File: src/rtl/mproc_prog_loader_pkg.sv
// Shared constants and state type for the mproc boot-time program loader.
// The address and data widths match the 128x16 program RAM that the loader writes.
package mproc_prog_loader_pkg;

   localparam int MPROC_ADDR_W = 7;
   localparam int MPROC_DATA_W = 16;
   localparam int MPROC_DEPTH  = 128;

   typedef enum logic [1:0] {
      LD_IDLE = 2'd0,
      LD_LOAD = 2'd1,
      LD_FILL = 2'd2,
      LD_DONE = 2'd3
   } loader_state_e;

endpackage

File: src/rtl/mproc_prog_loader.sv
// Streams a program image into the program RAM starting at address 0, then pads the
// remaining addresses with FILL_WORD. The CPU is kept in reset until the image is complete.
module mproc_prog_loader
   import mproc_prog_loader_pkg::*;
#(
   parameter int                ADDR_W    = MPROC_ADDR_W,
   parameter int                DATA_W    = MPROC_DATA_W,
   parameter logic [DATA_W-1:0] FILL_WORD = '0
) (
   input  logic              clk,
   input  logic              reset,
   input  logic              start,
   input  logic              in_valid,
   input  logic [DATA_W-1:0] in_data,
   input  logic              in_last,
   output logic              in_ready,
   output logic              mem_wr,
   output logic [ADDR_W-1:0] mem_addr,
   output logic [DATA_W-1:0] mem_din,
   output logic              cpu_hold,
   output logic              busy,
   output logic              done,
   output logic              truncated,
   output logic [ADDR_W:0]   word_count
);

   localparam logic [ADDR_W-1:0] LAST_ADDR = '1;
   localparam logic [ADDR_W-1:0] PTR_ONE   = {{(ADDR_W-1){1'b0}}, 1'b1};
   localparam logic [ADDR_W:0]   CNT_ONE   = {{ADDR_W{1'b0}}, 1'b1};
   localparam logic [ADDR_W:0]   CNT_MAX   = {1'b1, {ADDR_W{1'b0}}};

   loader_state_e     state_q, state_d;
   logic [ADDR_W-1:0] wptr_q, wptr_d;
   logic [ADDR_W:0]   count_q, count_d;
   logic              trunc_q, trunc_d;
   logic              wr_q, wr_d;
   logic [ADDR_W-1:0] addr_q, addr_d;
   logic [DATA_W-1:0] din_q, din_d;
   logic              hold_q, hold_d;
   logic              handshake;

   assign in_ready   = (state_q == LD_LOAD);
   assign handshake  = in_valid & in_ready;
   assign busy       = (state_q == LD_LOAD) || (state_q == LD_FILL);
   assign done       = (state_q == LD_DONE);
   assign mem_wr     = wr_q;
   assign mem_addr   = addr_q;
   assign mem_din    = din_q;
   assign cpu_hold   = hold_q;
   assign truncated  = trunc_q;
   assign word_count = count_q;

   // All RAM writes are registered: an accepted word appears on the RAM port one cycle later.
   always_comb begin
      state_d = state_q;
      wptr_d  = wptr_q;
      count_d = count_q;
      trunc_d = trunc_q;
      wr_d    = 1'b0;
      addr_d  = addr_q;
      din_d   = din_q;

      case (state_q)
         LD_IDLE, LD_DONE: begin
            if (start) begin
               state_d = LD_LOAD;
               wptr_d  = '0;
               count_d = '0;
               trunc_d = 1'b0;
            end
         end
         LD_LOAD: begin
            if (handshake) begin
               wr_d   = 1'b1;
               addr_d = wptr_q;
               din_d  = in_data;
               wptr_d = wptr_q + PTR_ONE;
               if (count_q != CNT_MAX) begin
                  count_d = count_q + CNT_ONE;
               end
               if (wptr_q == LAST_ADDR) begin
                  state_d = LD_DONE;
                  trunc_d = ~in_last;
               end else if (in_last) begin
                  state_d = LD_FILL;
               end
            end
         end
         LD_FILL: begin
            wr_d   = 1'b1;
            addr_d = wptr_q;
            din_d  = FILL_WORD;
            wptr_d = wptr_q + PTR_ONE;
            if (wptr_q == LAST_ADDR) begin
               state_d = LD_DONE;
            end
         end
         default: state_d = LD_IDLE;
      endcase
   end

   // Hold follows the next state so it drops exactly as DONE is entered and rises with busy.
   assign hold_d = (state_d != LD_DONE);

   always_ff @(posedge clk or negedge reset) begin
      if (!reset) begin
         state_q <= LD_IDLE;
         wptr_q  <= '0;
         count_q <= '0;
         trunc_q <= 1'b0;
         wr_q    <= 1'b0;
         addr_q  <= '0;
         din_q   <= '0;
         hold_q  <= 1'b1;
      end else begin
         state_q <= state_d;
         wptr_q  <= wptr_d;
         count_q <= count_d;
         trunc_q <= trunc_d;
         wr_q    <= wr_d;
         addr_q  <= addr_d;
         din_q   <= din_d;
         hold_q  <= hold_d;
      end
   end

endmodule
File: config.mk
export PLATFORM = sky130hd
export DESIGN_NAME = mproc_prog_loader
export DESIGN_NICKNAME = d
export VERILOG_FILES = /design/src/rtl/mproc_prog_loader_pkg.sv /design/src/rtl/mproc_prog_loader.sv
export SDC_FILE = /design/constraint.sdc
export NUM_CORES = 1
export LEC_CHECK = 0
export CAP_MARGIN = 25
export CORE_MARGIN = 1.5
export CORE_UTILIZATION = 47
export CTS_CLUSTER_SIZE = 28
export DETAILED_ROUTE_END_ITERATION = 6
export GPL_TIMING_DRIVEN = 1
export PLACE_DENSITY = 0.84
export SETUP_SLACK_MARGIN = 0.5
export SLEW_MARGIN = 10
export SYNTH_ARGS = -nofsm -noshare
export SYNTH_HDL_FRONTEND = slang
export SYNTH_SLANG_ARGS = --single-unit
File: constraint.sdc
create_clock -name clk -period 1.9 [get_ports clk]
set_input_delay 0.38 -clock clk [delete_from_list [all_inputs] [get_ports clk]]
set_output_delay 0.38 -clock clk [all_outputs]
set_load 0.1 [all_outputs]
### PDN straps and rails, run 1

The bar under the picture is 20 um long. Pins as bars on the die edge.
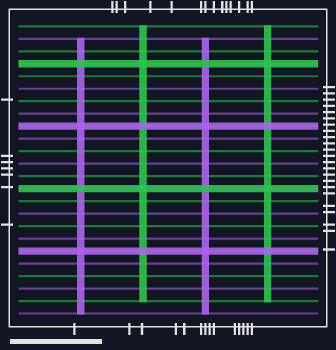
legend:
  green:
    net: VDD
  purple:
    net: VSS
met4 straps: 4
rows: 23
signal pins: 58
met5 straps: 4
met1 rails: 24
die width: 68.8 um
Core Footprint: 4090 um2
die outline height: 68.8 um

### Placement by cell class, run 1

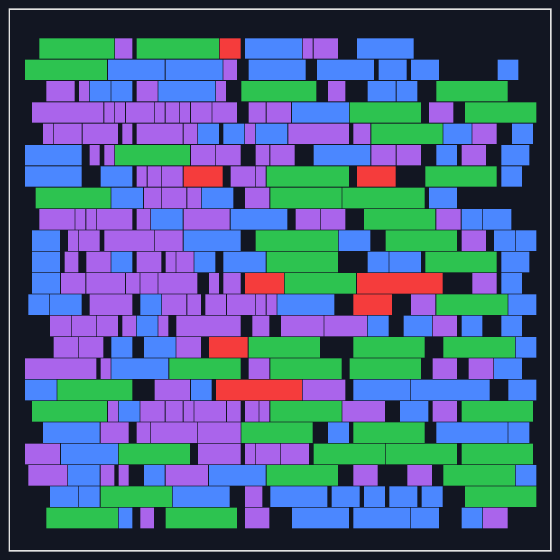
legend:
  blue:
    class: remaining buffers and delay cells
    cells: 92
    share_of_their_area: 32%
  red:
    class: clock drivers and dummy loads
    cells: 8
    share_of_their_area: 3.9%
  purple:
    class: remaining logic cells
    cells: 133
    share_of_their_area: 32%
  green:
    class: registers
    cells: 43
    share_of_their_area: 32%
Final Cell Area: 3530 um2
fraction of standard cell area that is sequential: 0.313
post-layout util: 0.863
cell row count: 23

==> results.txt, run 1 <==
The flow run is done. Total grt overflow landed at 0. Total length of routed wires landed at 6850 um. Per the synthesis report, the number of distinct cell types is 43. Entering global routing, the biggest net connects 18 pins. Number of nets at floorplan landed at 212. Maximum clock insertion buffer count landed at 2. Detailed placement reports a standard cell area of 2970 um2. The HPWL after detailed placement is 3400 um.

Quantity of I/O buffers inserted on ports landed at 57. The critical path is of the flip-flop to flip-flop type.

Depth of the CTS H-tree landed at 2. Detailed-route iteration 0 reported a violation count of 132. Fraction of registers with async set or reset after synthesis landed at 1.00. Number of enable flip-flop cells landed at 0. Adding up every negative setup slack in the final design gives 0 ns. Share of layout cells above drive strength 1 landed at 0.478.

Setup repair after global routing could not meet its margin everywhere. Post-detailed-route DRC marker count landed at 0. In the layout the commonest cells are 34 x sky130_fd_sc_hd__buf_4, 32 x sky130_fd_sc_hd__dfrtp_1, 23 x sky130_fd_sc_hd__buf_12. The tree is rooted in a sky130_fd_sc_hd__clkbuf_8. The iteration count recorded for the first detailed-route pass is 6. Area used by multi-input combinational logic landed at 1090 um2. For this run, the detailed router reports a per-instance via density of 6.07. Total I/O pin count landed at 58. Data arrival time of the critical path landed at 2.02 ns. A synthesized cell averages 11.0 um2. The first global-routing pass estimated 8940 um of wire. Final hold slack landed at 0.510 ns. In this run, synthesis produced a sequential element count of 43. Tool warning count landed at 32. The die covers 4740 um2. Final routed wire length divided by cell count landed at 21.0 um.

Post-synth the commonest register cell is sky130_fd_sc_hd__dfrtp_1. The share of the Yosys chip area taken by registers is 0.529. Max-capacitance violation count landed at 0. In this run, the synthesized area fraction spent on xor and xnor cells is recorded as 0. Yosys reports the multiplexer fraction of the synthesized area as 0.0584.

The most frequently used library cell after synthesis is sky130_fd_sc_hd__dfrtp_1. Synthesis-to-layout area growth landed at 73.1%. Total cells reported by yosys after synthesis landed at 185. By instance count after routing, the leading logic cell type is sky130_fd_sc_hd__buf_4.

In the synthesized netlist, the dominant kind of combinational cell is AND-OR/OR-AND gates. Signal routing reaches up to met4. Number of antenna violations at the first check in global routing landed at 0.

Detailed routing placed a total of 452 um of wire on met3. After its last routability iteration, the placer logged a weighted congestion of 0.797. The area fraction of the largest cell type after synthesis is 0.516.

The largest total area in the synthesized netlist belongs to sky130_fd_sc_hd__dfrtp_1. Note that the worst hold path type here is primary input to async pin. Wire length the detailed router placed on met1 landed at 2560 um.

The flow ran to the end, and the final reports show no timing, DRC or antenna violations. Via count of the first global-routing pass landed at 1846. Clock edge transition at the registers on the reported setup and hold paths landed at 0.09 ns.

Transition at the pin with the smallest max-transition slack landed at 0.355 ns. Post-synthesis share of cell area spent on and-or and or-and gates landed at 0.182. Instance count of the mapped netlist landed at 185. Required time of the critical path landed at 2.14 ns.

STA classifies the critical path endpoint as a flip-flop. Number of pins exceeding their max-slew limit in the final report landed at 0. STA classifies the critical path startpoint as a flip-flop. Yosys printed 0 warnings. Core utilization before placement landed at 0.498. TritonCTS built the clock tree. Adder and majority gate portion of the synthesized area landed at 0.0369. Met2 wire length landed at 3590 um. Yosys attributes the largest share of cell area to sky130_fd_sc_hd__dfrtp_1 52%, sky130_fd_sc_hd__a22o_1 8.2%, sky130_fd_sc_hd__mux2_1 3.9%, sky130_fd_sc_hd__ha_1 3.7%, sky130_fd_sc_hd__nand2_1 3.7%. In this build the clock could be raised as far as 560 MHz.

Number of antenna cells inserted landed at 0. Across every metal layer, demand over resource in global routing totals 0.260. Number of nets with antenna violations after routing landed at 0.

Final tally of setup violations landed at 0. Detailed-route via count landed at 1980.

The number of clock sinks came to 43. Register area landed at 1100 um2. Counting instances in the post-synthesis netlist gives the leading cell types as 42 x sky130_fd_sc_hd__dfrtp_1, 20 x sky130_fd_sc_hd__nand2_1, 19 x sky130_fd_sc_hd__a22o_1. STA lists the maximum fanout along the critical path as 5.

The final layout contains 302 nets. The CTS report gives the tree buffer count as 5. Final critical path time including I/O delays and setup landed at 1.78 ns. Part of the cycle the worst path needs landed at 0.939. Hold-check failures listed in the final report amount to 0. Cell area after technology mapping landed at 2040 um2.

Basic-gate share of the synthesized area counting and, or, nand and nor cells landed at 0.163. Total of fill cells in the finished design landed at 189. Worst-case headroom to the max-slew limit landed at 0.763.
### Routed clock nets over the placement, run 1

The bar under the picture is 20 um long.
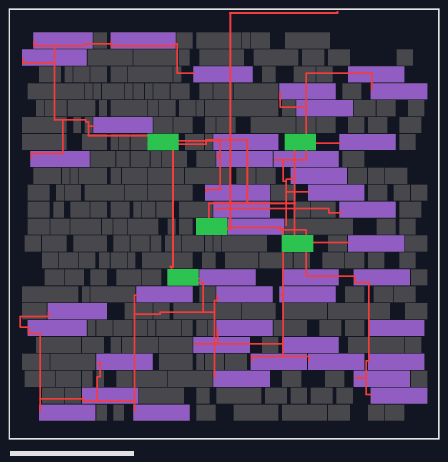
legend:
  green:
    item: clock-net drivers
    count: 5
  purple:
    item: flip-flops
    count: 43
  red:
    item: clock wires
    length: 540 um
routed clock nets: 6
Insertion Delay late pin: 0.30 ns
Setup Skew: 0.00913 ns

## run 1: layout make-up
cell class | instances | area share
multi-input combinational | 128 | 0.309
timing repair buffer | 92 | 0.315
tap | 50 | 0.0177
sequential | 43 | 0.313
clock inverter | 3 | 0.0192
inverter | 5 | 0.00639
clock buffer | 5 | 0.0195
## run 1: path summary, 6_finish.rpt
kind	start	to	slack, ns	cells after the start
setup / recovery	state_q[0]	truncated	0.12	7
hold reg to reg	mem_din[1]	mem_din[1]	0.52	1
setup reg to reg	state_q[0]	truncated	0.12	7
hold / removal	reset	mem_addr[1]	0.51	2
min in group clk	mem_din[1]	mem_din[1]	0.52	1
max in group asynchronous	reset	cpu_hold	0.80	3
## run 1: critical path: stages (launching register included)
cell and delay [ns]:
sky130_fd_sc_hd__dfrtp_2 0.43, sky130_fd_sc_hd__buf_6 0.14, sky130_fd_sc_hd__ha_4 0.20, sky130_fd_sc_hd__buf_12 0.14
sky130_fd_sc_hd__nand2b_4 0.10, sky130_fd_sc_hd__nand2_1 0.11, sky130_fd_sc_hd__or4b_1 0.50, sky130_fd_sc_hd__nand3_1 0.10
## run 1: sequential cells by signal (all words and copies together), names as in the netlist
| name | cells |
|---|---|
| state_q | 2 |
| mem_wr | 1 |
| wptr_q | 7 |
| cpu_hold | 1 |
| mem_addr | 7 |
| word_count | 8 |
| mem_din | 16 |
| truncated | 1 |
## run 1: metrics by stage
step                instances  worst slack, ns
finish                    326            0.116
global placement          293           0.0812
detailed placement        293           0.0425
floorplan                 185          -0.0571
CTS                       319            0.165
global route              326           0.0790
## run 1: cells by family after synthesis
logic type,Yosys count
muxes,11
buffers and inverters,14
and+or+nand+nor,59
AOI/OAI and AO/OA,52
adders and majority gates,6
DFF,43
## run 1: metal layers
metal | track usage | vias up
met1 | 0.310 | 978
met5 | 0 | -
met2 | 0.459 | 109
met3 | 0.0406 | 30
li1 | - | 863
met4 | 0.115 | 0
## run 1: repair_timing
item,in CTS,in global routing
hold endpoints to repair,13,0
cloned,1,1
gates resized,18,29
setup buffers,16,6
hold buffers,1,0
setup endpoints to repair,46,50
pin swaps,11,16
==> inputs of run 2 (changes only) <==
GPL_TIMING_DRIVEN = unset   (was 1)
### Routed clock nets over the placement, run 2

The bar under the picture is 20 um long.
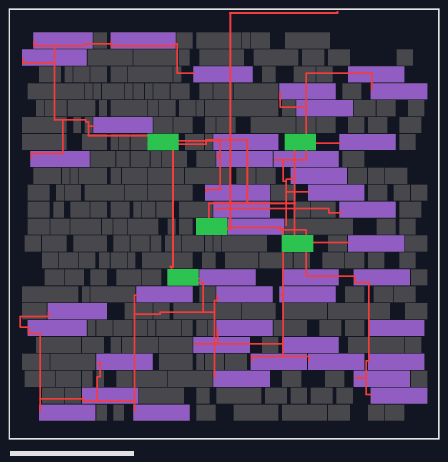
legend:
  green:
    item: clock-net drivers
    count: 5
  purple:
    item: flip-flops
    count: 43
  red:
    item: clock wires
    length: 540 um
routed clock nets: 6
flops lie: spread over the die

### Placement by cell class, run 2

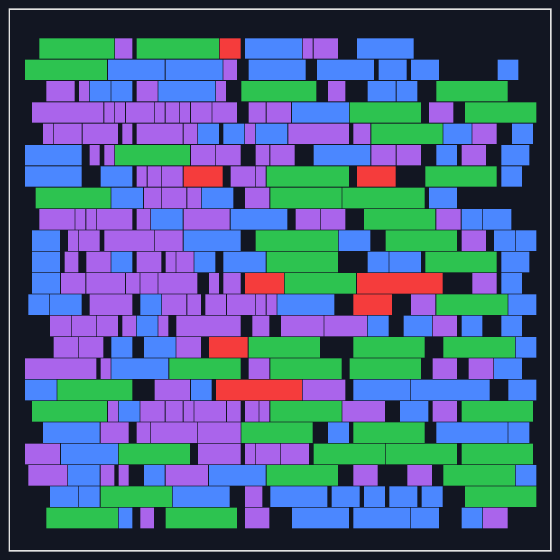
legend:
  purple:
    class: remaining logic cells
    cells: 133
    share_of_their_area: 32%
  red:
    class: clock drivers and dummy loads
    cells: 8
    share_of_their_area: 3.9%
  blue:
    class: remaining buffers and delay cells
    cells: 92
    share_of_their_area: 32%
  green:
    class: registers
    cells: 43
    share_of_their_area: 32%

==> results.txt, run 2 <==
The flow run is done. The flow ran to the end, and the final reports show no timing, DRC or antenna violations. The number of cell instances on the worst register-to-register path came to 7 (unchanged). Transition at the pin with the smallest max-transition slack landed at 0.355 ns (unchanged).

The worst path setup slack after routing came to 0.116 ns (unchanged). Number of antenna cells inserted landed at 0 (unchanged). The global placer's final weighted congestion is 0.797 (unchanged). Combined buffer and inverter count along the critical path landed at 2 (unchanged). The total I/O pin count was 58 (unchanged).

Setup clock skew after layout landed at 0.00913 ns (unchanged). Max-capacitance violation count landed at 0 (unchanged). Adder and majority gate portion of the synthesized area landed at 0.0369 (unchanged). Number of sinks handled by clock tree synthesis landed at 43 (unchanged). The number of flip-flops in the largest register was 16 (unchanged).

The area of the die came to 4740 um2 (unchanged). The share of layout cells above drive strength 1 came to 0.478 (unchanged). The setup slack after placement was 0.0425 ns (unchanged). The basic-gate share of the synthesized area counting and, or, nand and nor cells was 0.163 (unchanged). The total cells reported by yosys after synthesis came to 185 (unchanged).

The total clock buffers created by CTS came to 5 (unchanged). The most used flip-flop cell after synthesis is sky130_fd_sc_hd__dfrtp_1. Required time of the critical path landed at 2.14 ns (about the same). Number of nets at floorplan landed at 212 (unchanged). The worst setup path is captured at a flip-flop. Total iterations of the first detailed-routing run landed at 6 (unchanged).

The instance area at placement is 2970 um2 (unchanged). The maximum single-stage delay on the critical path came to 0.50 ns (about the same). The path class of the tightest hold or removal check is primary input to async pin. The depth of the CTS H-tree is 2 (unchanged). Global-route total usage across every layer landed at 0.260 (unchanged).

The maximum net fanout on the critical path came to 5 (unchanged). The number of enable flip-flop cells came to 0 (unchanged). Pin count of the biggest net entering global routing landed at 18 (unchanged). The number of core rows was 23 (unchanged). Maximum clock insertion buffer count landed at 2 (unchanged). The final critical path time including I/O delays and setup came to 1.78 ns (unchanged). Number of nets in the layout landed at 302 (unchanged).

The quantity of I/O buffers inserted on ports came to 57 (unchanged). STA classifies the critical path startpoint as a flip-flop. The post-synthesis share of cell area spent on and-or and or-and gates is 0.182 (unchanged). The tool warning count came to 32 (unchanged). The cell sitting at the root of the clock tree is a sky130_fd_sc_hd__clkbuf_8.

The cell sequence reported for the critical path is buf_6 -> ha_4 -> buf_12 -> nand2b_4 -> nand2_1 -> or4b_1 -> nand3_1. Synthesized-area fraction occupied by xor and xnor cells landed at 0 (unchanged). Via count of the first global-routing pass landed at 1846 (unchanged). The fraction of registers with async set or reset after synthesis is 1.00 (unchanged). The kind of cell with the highest combined delay along the critical path is simple AND/OR/NAND/NOR gates.

Core footprint landed at 4090 um2 (unchanged). The synthesized design spends more area on one cell type than any other, namely sky130_fd_sc_hd__dfrtp_1. Maximum frequency from static timing analysis landed at 560 MHz (unchanged). Detailed-route via count landed at 1980 (unchanged). Tally of yosys warning messages landed at 0 (unchanged). Area of all placed cells without fillers landed at 3530 um2 (unchanged). For this run the top cell type by instance count after synthesis was sky130_fd_sc_hd__dfrtp_1. The violation count after the first detailed-routing iteration was 132 (unchanged). X dimension of the die landed at 68.8 um (unchanged).

Worst-case headroom to the max-slew limit landed at 0.763 (unchanged). Post-detailed-route DRC marker count landed at 0 (unchanged). Setup repair after global routing could not meet its margin everywhere. Slack of the worst reg-to-reg path landed at 0.12 ns (about the same). Yosys stat chip area landed at 2040 um2. The clock latency reported for the late side of the worst-skew pair is 0.30 ns (about the same). Cell area after technology mapping landed at 2040 um2 (unchanged). Post-synthesis sequential area ratio landed at 0.529 (unchanged).

Ranked by instance count, the synthesized netlist is headed by 42 x sky130_fd_sc_hd__dfrtp_1, 20 x sky130_fd_sc_hd__nand2_1, 19 x sky130_fd_sc_hd__a22o_1. In the synthesized netlist, the dominant kind of combinational cell is AND-OR/OR-AND gates. Via density per instance landed at 6.07 (unchanged). Chip height landed at 68.8 um (unchanged).

Data arrival time of the critical path landed at 2.02 ns (about the same). Total of fill cells in the finished design landed at 189 (unchanged). The proportion of netlist area held by the largest area contributor came to 0.516 (unchanged). Post-synthesis area per instance landed at 11.0 um2 (unchanged). Total length of routed wires landed at 6850 um (unchanged). Final tally of setup violations landed at 0 (unchanged). Among all stages on the critical path, the largest delay is contributed by sky130_fd_sc_hd__or4b_1. Clock edge transition at the registers on the reported setup and hold paths landed at 0.09 ns (about the same). The detailed-placement wirelength estimate came to 3400 um (unchanged).

The instance count of the mapped netlist was 185 (unchanged). The number of cells on the critical path is 7 (unchanged). Post-synthesis mux area share landed at 0.0584 (unchanged). STA lists the endpoint of the worst register-to-register path as truncated. Core utilization before placement landed at 0.498 (unchanged).

The worst register-to-register path begins at state_q[0]. Wire length of the first global-routing pass landed at 8940 um (unchanged). The most common logic cell in the final layout is sky130_fd_sc_hd__buf_4. Total grt overflow landed at 0 (unchanged). The synthesis-to-layout area growth is 73.1% (unchanged). Unique cell type count in the Yosys netlist landed at 43 (unchanged). Number of pins exceeding their max-slew limit in the final report landed at 0 (unchanged). The number of nets with antenna violations after routing was 0 (unchanged). The part of the cycle the worst path needs was 0.939 (unchanged). The worst setup path is of the flip-flop to flip-flop kind. The main area contributors are sky130_fd_sc_hd__dfrtp_1 52%, sky130_fd_sc_hd__a22o_1 8.2%, sky130_fd_sc_hd__mux2_1 3.9%, sky130_fd_sc_hd__ha_1 3.7%, sky130_fd_sc_hd__nand2_1 3.7%. Final routed wire length divided by cell count landed at 21.0 um (unchanged). The final hold violation count came to 0 (unchanged). Synthesis-stage register bit count landed at 43 (unchanged).

Number of antenna violations at the first check in global routing landed at 0 (unchanged). The top cell types in the final layout, fill and taps aside, are 34 x sky130_fd_sc_hd__buf_4, 32 x sky130_fd_sc_hd__dfrtp_1, 23 x sky130_fd_sc_hd__buf_12. Fraction of the core area covered by cells at the end of the flow landed at 0.863 (unchanged). TritonCTS built the clock tree.
==> run 2: cell counts in the layout (fill, tap and decap cells not counted) <==
Identical to the previous run, type by type.
==> run 2: layer usage <==
| metal | track usage | share of wire |
|---|---|---|
| met5 | 0 | 0 |
| met4 | 0.115 | 0.036 |
| met3 | 0.0406 | 0.066 |
| met2 | 0.459 | 0.52 |
| met1 | 0.310 | 0.37 |
==> run 2: layout make-up <==
class	instances	area, um2	share of cell area
clock inverters	3	67.6	0.0192
repair buffers	92	1110	0.315
well taps	50	62.6	0.0177
flip-flops and latches	43	1100	0.313
multi-input cells	128	1090	0.309
inverters	5	22.5	0.00639
clock buffers	5	68.8	0.0195
==> run 2: cells by family (layout without fill, tap and decap cells) <==
| family | Yosys count | count (layout) |
|---|---|---|
| flops | 43 | 43 |
| fa+ha+maj | 6 | 6 |
| simple gates | 59 | 59 |
| buf+inv | 14 | 105 |
| mux | 11 | 11 |
| compound gates | 52 | 52 |
==> run 2: worst max-delay path by stage <==
| stage | end | slack (ns) | startpoint |
|---|---|---|---|
| 2_1_floorplan | cpu_hold | -0.06 | state_q[0] |
| 3_3_place_gp | mem_addr[4] | 0.08 | in_valid |
| 3_5_place_dp | word_count[7] | 0.04 | start |
| 4_1_cts | word_count[7] | 0.16 | state_q[1] |
| 5_1_grt | word_count[3] | 0.08 | state_q[1] |
| 6_report | truncated | 0.12 | state_q[0] |
==> run 2: timing repair <==
| item | in CTS | in global routing |
|---|---|---|
| setup endpoints to repair | 46 | 50 |
| resized | 18 | 29 |
| buffers inserted | 16 | 6 |
| pin swaps | 11 | 16 |
| cloned | 1 | 1 |
| endpoints found under the hold margin | 13 | 0 |
| hold buffers | 1 | 0 |
==> run 2: stage by stage <==
step,TNS [ns],instances,hold WS [ns]
2_1_floorplan,-0.0571,185,0.0844
3_3_place_gp,0,293,0.292
3_5_place_dp,0,293,0.295
4_1_cts,0,319,0.516
5_1_grt,0,326,0.534
6_report,0,326,0.510
